<file path="src/rtl/kernel_host_pkg.sv">
// Shared types and widths for the kernel host controller: the host-side FSM
// states, the dump-engine states, and the port widths derived from the memory address widths.
package kernel_host_pkg;

    localparam int AddressWidth_imem = 6;
    localparam int AddressWidth_dmem = 5;
    localparam int ProgLenWidth      = AddressWidth_imem + 1;
    localparam int DumpLenWidth      = AddressWidth_dmem + 1;
    localparam int CycleCountWidth   = 32;

    typedef enum logic [2:0] {
        IDLE,
        LOAD,
        START,
        RUN,
        DUMP,
        FIN
    } hostState_t;

    typedef enum logic [2:0] {
        RD_IDLE,
        RD_ISSUE,
        RD_WAIT,
        RD_HOLD,
        RD_DONE
    } readState_t;

endpackage

</file>
<file path="src/rtl/dump_reader.sv">
// Dmem read-back engine: issues one port-B read, registers the returned word,
// then holds it on the dump stream until the host accepts it.
module dump_reader
    import kernel_host_pkg::*;
#(
    parameter int DataWidth = 32
) (
    input  logic                         clk,
    input  logic                         rstN,
    input  logic                         start,
    input  logic [DumpLenWidth-1:0]      wordCount,
    output logic [AddressWidth_dmem-1:0] dmemRdAddress,
    output logic                         dmemRdCe,
    input  logic [DataWidth-1:0]         dmemRdQ,
    output logic                         dumpValid,
    output logic [DataWidth-1:0]         dumpData,
    input  logic                         dumpReady,
    output logic                         done,
    output readState_t                   dbgState
);

    readState_t              state, stateNext;
    logic [DumpLenWidth-1:0] wordIdx, wordIdxNext, nextIdx;
    logic [DataWidth-1:0]    dataNext;
    logic                    validNext;

    always_ff @(posedge clk) begin
        if (!rstN) begin
            state     <= RD_IDLE;
            wordIdx   <= '0;
            dumpData  <= '0;
            dumpValid <= 1'b0;
        end else begin
            state     <= stateNext;
            wordIdx   <= wordIdxNext;
            dumpData  <= dataNext;
            dumpValid <= validNext;
        end
    end

    always_comb begin
        stateNext     = state;
        wordIdxNext   = wordIdx;
        dataNext      = dumpData;
        validNext     = dumpValid;
        nextIdx       = wordIdx + DumpLenWidth'(1);
        dmemRdCe      = 1'b0;
        dmemRdAddress = '0;
        done          = 1'b0;
        case (state)
            RD_IDLE: begin
                if (start) begin
                    wordIdxNext = '0;
                    stateNext   = (wordCount == '0) ? RD_DONE : RD_ISSUE;
                end
            end
            RD_ISSUE: begin
                dmemRdCe      = 1'b1;
                dmemRdAddress = wordIdx[AddressWidth_dmem-1:0];
                stateNext     = RD_WAIT;
            end
            RD_WAIT: begin
                dataNext  = dmemRdQ;
                validNext = 1'b1;
                stateNext = RD_HOLD;
            end
            RD_HOLD: begin
                if (dumpReady) begin
                    validNext = 1'b0;
                    if (nextIdx == wordCount) begin
                        stateNext = RD_DONE;
                    end else begin
                        // Issue the next read in the accept cycle: two cycles per word.
                        wordIdxNext   = nextIdx;
                        dmemRdCe      = 1'b1;
                        dmemRdAddress = nextIdx[AddressWidth_dmem-1:0];
                        stateNext     = RD_WAIT;
                    end
                end
            end
            RD_DONE: begin
                done      = 1'b1;
                stateNext = RD_IDLE;
            end
            default: stateNext = RD_IDLE;
        endcase
    end

    assign dbgState = state;

endmodule

</file>
<file path="src/rtl/kernel_host_ctrl.sv">
// Host-side sequencer for the RISC-V kernel: loads imem, starts the core,
// waits for ap_done under a watchdog, then streams dmem back to the host.
module kernel_host_ctrl
    import kernel_host_pkg::*;
#(
    parameter int imem_size     = 40,
    parameter int DataWidth     = 32,
    parameter int TimeoutCycles = 65535
) (
    input  logic                         ap_clk,
    input  logic                         ap_rst_n,
    input  logic                         cmd_start,
    input  logic [ProgLenWidth-1:0]      prog_len,
    input  logic [DumpLenWidth-1:0]      dump_len,
    input  logic                         prog_valid,
    output logic                         prog_ready,
    input  logic [DataWidth-1:0]         prog_data,
    output logic [AddressWidth_imem-1:0] imem_wr_address,
    output logic                         imem_wr_we,
    output logic [DataWidth-1:0]         imem_wr_d,
    output logic                         core_rst,
    output logic                         ap_start,
    input  logic                         ap_done,
    output logic [AddressWidth_dmem-1:0] dmem_rd_address,
    output logic                         dmem_rd_ce,
    input  logic [DataWidth-1:0]         dmem_rd_q,
    output logic                         dump_valid,
    input  logic                         dump_ready,
    output logic [DataWidth-1:0]         dump_data,
    output logic                         busy,
    output logic                         finished,
    output logic                         timeout,
    output logic [CycleCountWidth-1:0]   cycle_count,
    output hostState_t                   dbgState,
    output readState_t                   dbgReadState
);

    // Streams (prog, dump) use valid/ready: a word moves on a rising edge where
    // both are high; a raised valid keeps its data stable until that edge.

    localparam logic [ProgLenWidth-1:0]    ImemSizeLen  = ProgLenWidth'(imem_size);
    localparam logic [CycleCountWidth-1:0] TimeoutLimit = CycleCountWidth'(TimeoutCycles);

    hostState_t              state, stateNext;
    logic [ProgLenWidth-1:0] wordIdx, loadCount;
    logic [DumpLenWidth-1:0] dumpCount;
    logic                    beat, dumpStart, dumpDone, runTimeout;

    always_ff @(posedge ap_clk) begin
        if (!ap_rst_n) begin
            state <= IDLE;
        end else begin
            state <= stateNext;
        end
    end

    always_comb begin
        stateNext  = state;
        prog_ready = 1'b0;
        core_rst   = 1'b1;
        ap_start   = 1'b0;
        dumpStart  = 1'b0;
        runTimeout = 1'b0;
        case (state)
            IDLE: begin
                if (cmd_start) stateNext = LOAD;
            end
            LOAD: begin
                prog_ready = (wordIdx != loadCount);
                if (wordIdx == loadCount) stateNext = START;
            end
            START: begin
                core_rst  = 1'b0;
                ap_start  = 1'b1;
                stateNext = RUN;
            end
            RUN: begin
                core_rst = 1'b0;
                // ap_done takes priority over a watchdog expiry in the same cycle.
                if (ap_done) begin
                    dumpStart = 1'b1;
                    stateNext = DUMP;
                end else if (cycle_count + CycleCountWidth'(1) == TimeoutLimit) begin
                    runTimeout = 1'b1;
                    stateNext  = FIN;
                end
            end
            DUMP: begin
                if (dumpDone) stateNext = FIN;
            end
            FIN: stateNext = IDLE;
            default: stateNext = IDLE;
        endcase
    end

    always_ff @(posedge ap_clk) begin
        if (!ap_rst_n) begin
            wordIdx     <= '0;
            loadCount   <= '0;
            dumpCount   <= '0;
            cycle_count <= '0;
            timeout     <= 1'b0;
        end else begin
            if (state == IDLE && cmd_start) begin
                loadCount   <= (prog_len > ImemSizeLen) ? ImemSizeLen : prog_len;
                dumpCount   <= dump_len;
                wordIdx     <= '0;
                cycle_count <= '0;
                timeout     <= 1'b0;
            end
            if (beat) wordIdx <= wordIdx + ProgLenWidth'(1);
            if (state == RUN) cycle_count <= cycle_count + CycleCountWidth'(1);
            if (runTimeout) timeout <= 1'b1;
        end
    end

    assign beat            = prog_ready && prog_valid;
    assign imem_wr_we      = beat;
    assign imem_wr_address = beat ? wordIdx[AddressWidth_imem-1:0] : '0;
    assign imem_wr_d       = beat ? prog_data : '0;
    assign busy            = (state != IDLE);
    assign finished        = (state == FIN);
    assign dbgState        = state;

    dump_reader #(
        .DataWidth(DataWidth)
    ) u_dumpReader (
        .clk          (ap_clk),
        .rstN         (ap_rst_n),
        .start        (dumpStart),
        .wordCount    (dumpCount),
        .dmemRdAddress(dmem_rd_address),
        .dmemRdCe     (dmem_rd_ce),
        .dmemRdQ      (dmem_rd_q),
        .dumpValid    (dump_valid),
        .dumpData     (dump_data),
        .dumpReady    (dump_ready),
        .done         (dumpDone),
        .dbgState     (dbgReadState)
    );

endmodule

</file>
<file path="config.mk">
export PLATFORM = sky130hd
export DESIGN_NAME = kernel_host_ctrl
export DESIGN_NICKNAME = d
export VERILOG_FILES = /design/src/rtl/kernel_host_pkg.sv /design/src/rtl/dump_reader.sv /design/src/rtl/kernel_host_ctrl.sv
export SDC_FILE = /design/constraint.sdc
export NUM_CORES = 1
export LEC_CHECK = 0
export ABC_CLOCK_PERIOD_IN_PS = 4000
export CORE_ASPECT_RATIO = 0.8
export CORE_MARGIN = 2
export CORE_UTILIZATION = 35
export CTS_CLUSTER_DIAMETER = 30
export CTS_CLUSTER_SIZE = 28
export DETAILED_ROUTE_END_ITERATION = 10
export PLACE_DENSITY = 0.73
export SYNTH_ARGS = -nofsm -noshare
export SYNTH_HDL_FRONTEND = slang
export SYNTH_SLANG_ARGS = --single-unit
</file>
<file path="constraint.sdc">
create_clock -name ap_clk -period 4 [get_ports ap_clk]
set_input_delay 0.8 -clock ap_clk [delete_from_list [all_inputs] [get_ports ap_clk]]
set_output_delay 0.8 -clock ap_clk [all_outputs]
set_load 0.01 [all_outputs]
</file>
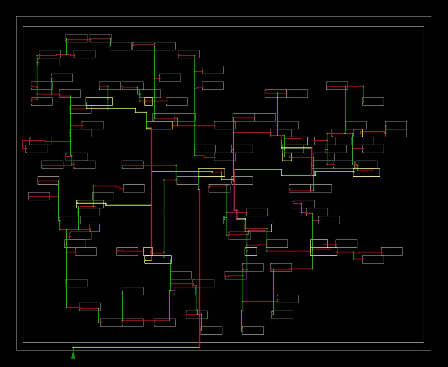
Run 1: the clock network
clk sinks: 98
clock network power: 871 uW
CLK BUF: 9
Num CTS Buffers: 9
registers: 98

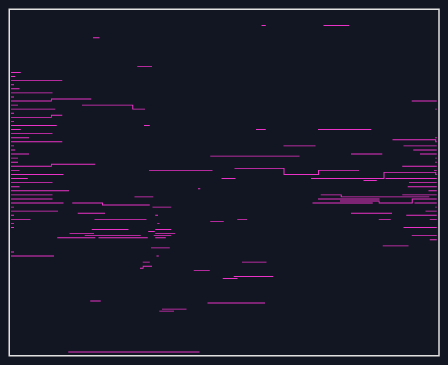
Run 1: met3 routing
Scale: 3 px per um.
nets with wire on the layer	103
share of all routed wire	6.7%
longest straight run	43.5 um
vias: 5629
final WL: 17.02 mm

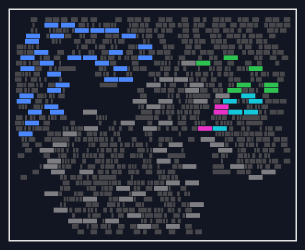
Run 1: where the registers sit
Scale: 2 px per um. Other sequential cells in the stronger gray, the rest of the logic in the fainter gray.
name in the netlist	color	placed flops
u_dumpReader.dumpData	blue	32
u_dumpReader.dbgState	magenta	3
dumpCount	cyan	6
wordIdx	green	7
not colored	50

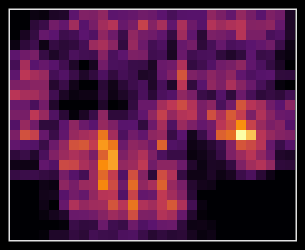
Run 1: wire density map
Scale: 2 px per um. The die is cut into 29 by 23 equal tiles; black is low, pale yellow is high, scaled to the fullest tile. Values are wire area over tile area, all layers added.
nearly empty tiles	14%
fullest tile	0.69
emptiest ninth of the die	bottom right
mean over tiles	0.17
tiles over half the peak	7.2%

==> notes.md, run 1 <==
fresh numbers from the pnr run: status complete, no violations, most frequent cells after synthesis 129 x nand2_1, 98 x dfxtp_1, 76 x a21oi_1, 59 x nor2_1, 49 x clkbuf_1, Initial DRC Count about 380, Post-Syn Nets approximately 800, async set or reset register ratio after synthesis 0, RSZ-0062 raised after global routing no, CP max stage cell clkdlybuf4s50_1, core area 15010 um2, Post-Syn Area 5390 um2, critical path type reg -> out, Slew @ Worst Pin 1.126 ns, row count ~40, worst reg2reg startpoint cycle_count[0], P_leak 0.002765 uW, Antenna Cells 0, clock group share of total power 0.384, first-pass GRT wire length 26.65 mm, routed len/inst about 16 um, Crit path required time approximately 3.2 ns, Skew-Pair Late Insertion Delay 0.36 ns, top-count cell post-synth nand2_1, Vias/cell 5.251, fin crit period 3.780 ns, Post-synth seq share 0.3640, Min-Delay Path Class reg -> reg, syn avg cell area 7.560 um2, Die Height 115.0 um, hold_ws 0.4542 ns, count of tool warnings 27, CP delay by family, top buffers and inverters, 1st-pass router iterations 5, MaxCap Viol Count 0, IO Count 205, fin crit share 0.9449, RD Place Congestion approximately 0.86, FP Util 0.3590, Die W 142.7 um, Final #Nets 965, fraction of layout cells with a size suffix above 1 0.06116, Critical Path Source u_dumpReader.wordIdx[0], Final Max Slew Viols 0
-- run 1: cell usage in the layout (no fill, tap or decap), drive strengths merged, types with 5 or more instances in the layout --
cell	count
or2	5
nand2	129
clkbuf	9
nor3	17
buf	9
a22oi	5
nor2	60
a21oi	76
xor2	6
nand3	22
dfxtp	98
inv	16
a31oi	8
nor4	15
nand4	16
and3	48
o211ai	5
or4	6
a311oi	6
xnor2	28
clkdlybuf4s50	204
o21ai	23
-- run 1: power groups by stage --
stage / Clock (uW) / Sequential, uW / Combinational (uW)
floorplan: 0 / 1030 / 188
global placement: 0 / 1040 / 378
detailed placement: 0 / 1040 / 379
CTS: 896 / 1020 / 381
global route: 932 / 1020 / 415
finish: 871 / 1020 / 380
-- run 1: cells by family (layout without fill, tap and decap cells) --
family | after synthesis | after routing | synth area share
multiplexers | 7 | 7 | 0.01370
AND-OR/OR-AND | 152 | 152 | 0.1708
flip-flops | 98 | 98 | 0.3640
adder cells (fa/ha/maj) | 4 | 4 | 0.009285
buffers and inverters | 71 | 241 | 0.05269
XOR/XNOR | 35 | 35 | 0.05966
AND/OR/NAND/NOR | 346 | 346 | 0.3299
-- run 1: worst min path at each step --
| stage | cells past startpoint | slack (ns) | from | to |
|---|---|---|---|---|
| 2_1_floorplan | 2 | 0.44 | loadCount[4] | loadCount[4] |
| 3_3_place_gp | 2 | 0.44 | u_dumpReader.dumpData[16] | u_dumpReader.dumpData[16] |
| 3_5_place_dp | 2 | 0.45 | u_dumpReader.dumpData[11] | u_dumpReader.dumpData[11] |
| 4_1_cts | 2 | 0.46 | u_dumpReader.dumpData[30] | u_dumpReader.dumpData[30] |
| 5_1_grt | 2 | 0.47 | u_dumpReader.dumpData[23] | u_dumpReader.dumpData[23] |
| 6_report | 2 | 0.45 | u_dumpReader.dumpData[23] | u_dumpReader.dumpData[23] |
-- run 1: flip-flops by register name (all words and copies together), names as in the netlist, 3 cells and up --
signal / cells
cycle_count: 32
u_dumpReader.dumpData: 32
loadCount: 7
wordIdx: 7
dumpCount: 6
u_dumpReader.wordIdx: 6
dbgState: 3
u_dumpReader.dbgState: 3
-- run 1: layout make-up --
cell class / count / area (um2)
clock buffer: 9 / 225.2
clock inverter: 7 / 70.07
fill: 1438 / 7211
inverter: 12 / 45.04
multi-input combinational: 544 / 3156
sequential: 98 / 1962
tap: 189 / 236.5
timing repair buffer: 213 / 2110
-- run 1: worst min-delay path, cell delays in order, from the launching register on --
cell and delay [ns]:
dfxtp_1 0.31, nand2_1 0.05, a21oi_1 0.05
-- run 1: timing repair --
action,CTS,global route
hold buffers,0,0
setup endpoints to repair,0,4
resized,0,1
-- run 1: layer usage --
metal	track usage	routed length (um)	up-vias
li1	-	-	2835
met4	0.05677	175	0
met2	0.2913	7493	171
met5	0	0	-
met1	0.2997	8210	2607
met3	0.04748	1137	16
-- run 1: stage by stage --
step                utilization  setup WS [ns]
detailed placement       0.4997         0.5667
global placement         0.4997         0.6693
global route             0.5198       0.001412
CTS                      0.5193         0.1566
finish                   0.5198         0.2203
floorplan                     -          1.126
Run 1, drive-strength map:
Scale: 3 px per um.
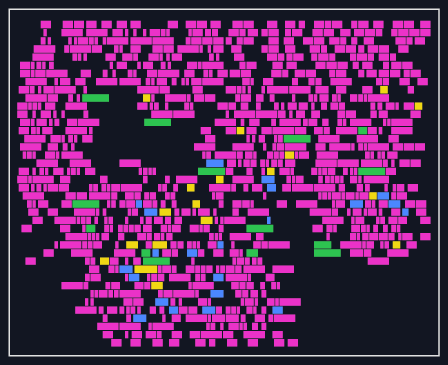

==> run 1 -> run 2 <==
CORE_MARGIN = unset   (was 2)
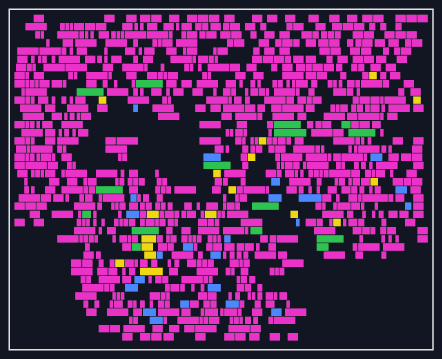
Run 2: drive-strength map
Scale: 3 px per um.
size	color	cells
_0 and _1 cells	magenta	829
_2 cells	blue	23
_6 and larger	green	15
_3 and _4 cells	yellow	17

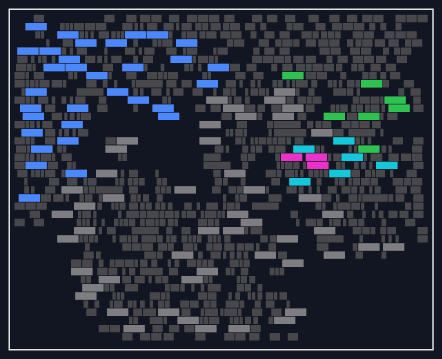
Run 2: where the registers sit
Scale: 3 px per um. Other sequential cells in the stronger gray, the rest of the logic in the fainter gray.
name in the netlist	color	placed flops
u_dumpReader.dumpData	blue	32
wordIdx	green	7
dumpCount	cyan	6
u_dumpReader.dbgState	magenta	3
fin util: 0.5208
Sequential Power: 1020 uW
flop share of the area: 0.2510
Sequential Area: 1963 um2

==> run 2 against run 1 <==
Effect of this change:
- register-to-register slack better by 0.08 ns
- maximum frequency is 2.3% higher
- sequential share of layout area hardly changed
- global-route usage is 1.3 points higher
- worst setup slack better by 0.086 ns
- worst hold slack worse by 0.0012 ns
- flip-flop count stayed put
- cell count hardly changed
- clock skew is 0.0055 ns higher
- clock power is 6.1% higher
==> notes.md, run 2 <==
fresh numbers from the pnr run: status complete, no violations, first-pass GRT wire length 27.09 mm, RD Place Congestion 0.8832, fin crit period around 3.7 ns, most numerous logic cell after layout clkdlybuf4s50_1, top-count cell post-synth nand2_1, Fin. Hold Viols 0, Initial DRC Count approximately 500, GR Util met2 0.3181, DP Worst Slack 0.6108 ns, row count 40, Antenna Cells 0, count of tool warnings 27, IO Count 205, yosys stat chip area 5390 um2, vias 5727, power per cell area slightly below 300 nW/um2, Synth top area share 0.3640, clk sinks 98, MaxCap Viol Count 0, Worst slew margin 0.2436, RSZ-0062 raised after global routing no, FP Util 0.3590, Num CTS Buffers 9, async set or reset register ratio after synthesis 0, critical path type reg -> out, Vias/cell ~5.3, M3 GR Usage 0.05501, syn avg cell area 7.560 um2, adder-cell share of the synthesized area 0.009285, Post-Synth Simple-Gate Area 0.3299, Die Height 113.0 um, fraction of layout cells with a size suffix above 1 0.06222, number of global-route vias before repair 5048, final std cells w/o fill 1073, GRT Max-Usage Layer met2, Logic area roughly 3100 um2, commonest cells after routing, fill and taps aside 204 x clkdlybuf4s50_1, 129 x nand2_1, 97 x dfxtp_1, fin crit share 0.9235, final WL about 17 mm, Mux area share 0.01370, reg2reg setup slack 0.67 ns, fillcell total about 1400, Sum Neg Setup Slack 0 ns, XOR Share, Synth 0.05966, Min-Delay Path Class reg -> reg, HPWL after DPL about 12 mm, P_leak ~0.0028 uW, count of input and output buffers 204, core area 15010 um2, synthesized instance count 713, hold path cells 2, # Post-CTS Setup Buffers 0, Post-synth seq share 0.3640, startpoint type of the worst setup path register, 1st-pass router iterations 5, Reg2Reg Depth 8, Final #Nets 966, met1 usage 0.3100, Post-Syn Nets around 800, Post-Syn Area 5390 um2, Routed Antenna Nets 0, Crit path required time 3.20 ns, Yosys warnings 0, CTS root buf clkbuf_16, Die W 140.7 um, aoi share 0.1708, Final Max Slew Viols 0, biggest regs cycle_count (32), u_dumpReader.dumpData (32), hold_ws roughly 0.45 ns, Slew @ Worst Pin approximately 1.1 ns, Largest logic family simple AND/OR/NAND/NOR gates, final worst slack 0.3059 ns, Peak supply drop 0.0002119 V, most frequent cells after synthesis 129 x nand2_1, 98 x dfxtp_1, 76 x a21oi_1, 59 x nor2_1, 49 x clkbuf_1, critical path arrival about 2.9 ns, routed len/inst 15.99 um, dpl cells 1057, Post-synth EDFFs 0
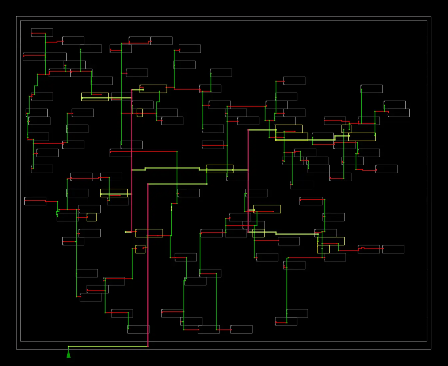
Run 2: the clock network
Layout Skew: 0.01202 ns
clock network power: 924 uW
Skew-Pair Late Insertion Delay: 0.36 ns

## run 2: cell families after synthesis
logic type / after synthesis
DFF: 98
adders and majority gates: 4
xor gates and xnor gates: 35
buffers and inverters: 71
and+or+nand+nor: 346
AOI/OAI and AO/OA: 152
muxes: 7
## run 2: power by group
group,total (uW),switching [uW],internal [uW]
Sequential,1020,25.6,995
Clock,924,424,500
Combinational,382,194,188
## run 2: per-stage QoR
stage / power (uW) / area [um2]
floorplan: 1223 / 5390
global placement: 1421 / 7510
detailed placement: 1423 / 7510
CTS: 2352 / 7819
global route: 2427 / 7820
finish: 2326 / 7820
## run 2: path summary, 6_finish.rpt
path                                  start                         to
setup / recovery    u_dumpReader.wordIdx[1]                 dmem_rd_ce
hold / removal    u_dumpReader.dumpData[25]  u_dumpReader.dumpData[25]
setup reg to reg             cycle_count[1]                dbgState[1]
hold reg to reg   u_dumpReader.dumpData[25]  u_dumpReader.dumpData[25]
## run 2: repair_timing
| action | CTS | global route |
|---|---|---|
| gates resized | 0 | 1 |
| hold endpoints to repair | 0 | 0 |
| hold buffers | 0 | 0 |
| setup endpoints to repair | 0 | 4 |
## run 2: metal layers
| layer | vias to the layer above | share of wire |
|---|---|---|
| met5 | - | 0 |
| met4 | 0 | 0.0087 |
| met3 | 13 | 0.078 |
| met2 | 210 | 0.44 |
| met1 | 2656 | 0.47 |
| li1 | 2848 | - |
## run 2: cell type report
cell class	count	share of cell area
clock buffer	9	0.02880
clock inverter	7	0.01072
tap	189	0.03024
timing repair buffer	214	0.2707
inverter	12	0.005760
multi-input combinational	544	0.4027
sequential	98	0.2510
## run 2: worst max-delay path, stage by stage, from the launching register on
cell	delay, ns
dfxtp_1	0.41
ha_1	0.27
nand3_1	0.15
xor2_1	0.25
xnor2_1	0.09
nor4_1	0.33
nor4b_1	0.10
buf_4	0.18
or2_2	0.29
clkdlybuf4s50_1	0.47
No activity file was given, so power comes from the tool's default toggle rates.
